$ cat config.mk
export PLATFORM = sky130hd
export DESIGN_NAME = controlador_pid_param
export DESIGN_NICKNAME = d
export VERILOG_FILES = /design/src/rtl/controlador_pid_param.sv
export SDC_FILE = /design/constraint.sdc
export NUM_CORES = 2
export LEC_CHECK = 0
export ABC_AREA = 1
export CORE_ASPECT_RATIO = 0.7
export CORE_MARGIN = 2
export CORE_UTILIZATION = 50
export CTS_CLUSTER_DIAMETER = 40
export DETAILED_ROUTE_END_ITERATION = 10
export PLACE_DENSITY = 0.76
export SYNTH_ARGS = -nofsm -noshare
export SYNTH_HDL_FRONTEND = slang
export SYNTH_SLANG_ARGS = --single-unit
$ cat constraint.sdc
create_clock -name clk -period 9.5 [get_ports clk]
set_clock_uncertainty 0.1 [all_clocks]
set_input_delay 2.375 -clock clk [delete_from_list [all_inputs] [get_ports clk]]
set_output_delay 2.375 -clock clk [all_outputs]
set_load 0.02 [all_outputs]
$ cat src/rtl/controlador_pid_param.sv
// Fixed-point PID controller, one sample every five clocks.
// Sequence per sample: capture error -> P term -> I term -> D term -> sum/clamp.
// All data ports are signed Q(N-F).F. The setpoint port is ref_i because "ref"
// is a reserved word in SystemVerilog.
module controlador_pid_param #(
   parameter int N       = 16,
   parameter int F       = 8,
   parameter int OUT_MAX = (2**(N-1)) - 1,
   parameter int OUT_MIN = -(2**(N-1))
) (
   input  logic                clk,
   input  logic                reset,
   input  logic                datolisto,
   input  logic signed [N-1:0] yk,
   input  logic signed [N-1:0] ref_i,
   input  logic signed [N-1:0] kp,
   input  logic signed [N-1:0] ki,
   input  logic signed [N-1:0] kd,
   input  logic                en_integral,
   input  logic                clr_integral,
   output logic signed [N-1:0] resultado,
   output logic                operacionlisto,
   output logic                ocupado
);

   // Working width: holds a full 2N-bit product plus headroom for one more add.
   localparam int XW = 2*N + 2;
   localparam logic signed [N-1:0] OMAX = N'(OUT_MAX);
   localparam logic signed [N-1:0] OMIN = N'(OUT_MIN);

   typedef enum logic [2:0] {IDLE, P, I, D, S} state_t;

   state_t                state_q;
   logic signed [N-1:0]   ek_q, ekprev_q;
   logic signed [N-1:0]   kp_q, ki_q, kd_q;
   logic signed [N-1:0]   pk_q, ik_q, dk_q;
   logic signed [N-1:0]   resultado_q;
   logic                  oplisto_q;

   logic signed [N-1:0]   ek_d, pk_d, ik_d, dk_d, res_d, ediff;
   logic signed [XW-1:0]  iterm;
   logic                  aw_block;

   // Saturate a wide signed value to the N-bit range: in range iff all bits
   // above N-2 agree with the sign.
   function automatic logic signed [N-1:0] sat_n(input logic signed [XW-1:0] x);
      logic hi_any;
      logic hi_all;
      hi_any = |x[XW-2:N-1];
      hi_all = &x[XW-2:N-1];
      if (!x[XW-1] && hi_any)
         sat_n = {1'b0, {(N-1){1'b1}}};
      else if (x[XW-1] && !hi_all)
         sat_n = {1'b1, {(N-1){1'b0}}};
      else
         sat_n = x[N-1:0];
   endfunction

   // Clamp to the configured output window.
   function automatic logic signed [N-1:0] clamp_out(input logic signed [N-1:0] v);
      if (v > OMAX)
         clamp_out = OMAX;
      else if (v < OMIN)
         clamp_out = OMIN;
      else
         clamp_out = v;
   endfunction

   // Next values for every stage; the FSM decides which one is committed.
   always_comb begin
      ek_d     = sat_n(XW'(ref_i) - XW'(yk));
      pk_d     = sat_n((XW'(kp_q) * XW'(ek_q)) >>> F);
      iterm    = (XW'(ki_q) * XW'(ek_q)) >>> F;
      // Stop winding further into a rail the output is already pinned at.
      aw_block = ((resultado_q == OMAX) && !iterm[XW-1] && (|iterm)) ||
                 ((resultado_q == OMIN) && iterm[XW-1]);
      ik_d     = (en_integral && !aw_block) ? sat_n(XW'(ik_q) + iterm) : ik_q;
      ediff    = sat_n(XW'(ek_q) - XW'(ekprev_q));
      dk_d     = sat_n((XW'(kd_q) * XW'(ediff)) >>> F);
      res_d    = clamp_out(sat_n(XW'(pk_q) + XW'(ik_q) + XW'(dk_q)));
   end

   // Sequencer and all datapath registers; integrator clear overrides any stage.
   always_ff @(posedge clk or posedge reset) begin
      if (reset) begin
         state_q     <= IDLE;
         ek_q        <= '0;
         ekprev_q    <= '0;
         kp_q        <= '0;
         ki_q        <= '0;
         kd_q        <= '0;
         pk_q        <= '0;
         ik_q        <= '0;
         dk_q        <= '0;
         resultado_q <= '0;
         oplisto_q   <= 1'b0;
      end else begin
         oplisto_q <= 1'b0;
         case (state_q)
            IDLE: begin
               if (datolisto) begin
                  ek_q    <= ek_d;
                  kp_q    <= kp;
                  ki_q    <= ki;
                  kd_q    <= kd;
                  state_q <= P;
               end
            end
            P: begin
               pk_q    <= pk_d;
               state_q <= I;
            end
            I: begin
               ik_q    <= ik_d;
               state_q <= D;
            end
            D: begin
               dk_q     <= dk_d;
               ekprev_q <= ek_q;
               state_q  <= S;
            end
            S: begin
               resultado_q <= res_d;
               oplisto_q   <= 1'b1;
               state_q     <= IDLE;
            end
            default: state_q <= IDLE;
         endcase
         if (clr_integral) begin
            ik_q     <= '0;
            ekprev_q <= '0;
         end
      end
   end

   assign resultado      = resultado_q;
   assign operacionlisto = oplisto_q;
   assign ocupado        = (state_q != IDLE);

endmodule

==> GITHUB_STEP_SUMMARY <==
## PnR job results

| Metric | Value |
|---|---|
| Nets@finish | 6,230 |
| DRT antenna net count | 0 |
| Max Used Layer | met4 |
| Yosys cell types | 59 |
| Pre-CTS WS | 0.267 ns |
| Worst hold path depth | 2 |
| Ys flops | 148 |
| Hold_ws | 0.447 ns |
| CP arrival | 9.20 ns |
| Log Warnings | 26 |
| Post-CTS resize count | 0 |
| Yosys cell count | 5,045 |
| Final Cell Area | 0.0427 mm2 |
| Antenna violations before repair | 0 |
| Setup ws final | 0.584 ns |
| RSZ-0062 raised after global routing | no |
| TritonCTS Sinks | 148 |
| Chip Area, Yosys | 0.0401 mm2 |
| First-pass GRT wire length | 180,000 um |
| CP startpoint | ek_q[1] |
| Capture point of the critical path | ik_q[14] |
| Status | completed |
| Number of global-route vias before repair | 33,300 |
| Via Count | 32,100 |
| Min-Delay Path Class | reg2reg |
| # Max-Cap Violations | 0 |
| Initial core utilization | 50.7% |
| Top area contributor share | 40.2% |
| Initial DRC count | 2,774 |
| Register share after synthesis | 9.24% |
| Tcrit/Tclk final | 93.9% |
| R2r startpoint | ek_q[1] |
| CP startpoint kind | flop |
| Setup Viol. Count Final | 0 |
| Largest net degree at the start of global routing | 89 |
| Count leader, synth | inv_1 |
| Most Crowded Layer GR | met2 |
| Ports | 103 |
## worst max-delay path: cells and delay by family, from the launching register on
kind            cells  cell delay (ns)
flops               1             0.34
simple gates       13             1.89
xor+xnor            2             0.48
fa+ha+maj           8             3.78
compound gates      9             1.56
buf+inv             5             0.60
## kinds of logic (layout without fill, tap and decap cells)
group	after synthesis	in the layout	synth area share (%)
AND-OR/OR-AND	436	436	6.30
XOR/XNOR	145	145	3.19
adder cells (fa/ha/maj)	1112	1112	49.8
buffers and inverters	1514	1515	14.3
flip-flops	148	148	9.24
AND/OR/NAND/NOR	1690	1690	17.2
## cells in the final DEF, fill, tap and decap left out, drive strengths merged, types with 11 or more instances in the layout
cell | netlist | final
clkdlybuf4s50 | 0 | 102
a22oi | 14 | 14
fa | 804 | 804
clkbuf | 156 | 17
nand3 | 95 | 95
or2 | 31 | 31
nor4 | 17 | 17
nor3 | 30 | 30
a21oi | 207 | 207
xnor2 | 65 | 65
o22ai | 18 | 18
dfrtp | 148 | 148
o21a | 12 | 12
inv | 1319 | 1327
o21bai | 12 | 12
nor2 | 292 | 292
nand2 | 1186 | 1186
buf | 29 | 52
nand4 | 26 | 26
o21ai | 112 | 112
ha | 308 | 308
a21boi | 20 | 20
xor2 | 80 | 80
clkinv | 10 | 11
## area by class of cell
type                            count  area, um2
Tap cell                         1056       1320
Sequential cell                   148       3710
Timing Repair Buffer              154       1420
Fill cell                        7307      36300
Inverter                         1329       5000
Multi-Input combinational cell   3383      30700
Clock inverter                     15        138
Clock buffer                       17        425
## state kept, by name, indices dropped and copies added, names as in the netlist
signal and cells:
resultado 16, state_q 3, kp_q 16, dk_q 16, ek_q 16, kd_q 16
ekprev_q 16, pk_q 16, operacionlisto 1, ik_q 16, ki_q 16
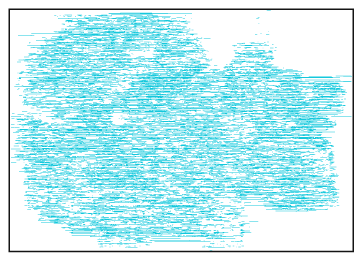
Figure 1: met1 routing.
Scale: 1 px per um.
longest straight run: 97.1 um
wire length on this layer: 49.2 mm
main direction: horizontal
share of all routed wire: 45%
DRT Wirelength: 110,000 um
met1 Usage GRT: 40.8%

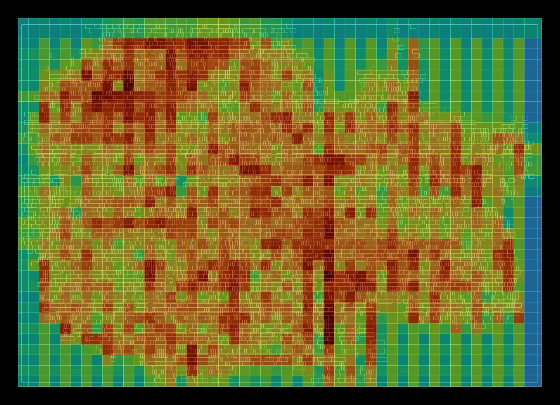
Figure 2: congestion heat map.
met2 Use GR: 41.2%
M3 GR Usage: 8.49%
GR Util All Layers: 28.1%
per-cell routed wire length: 18.1 um

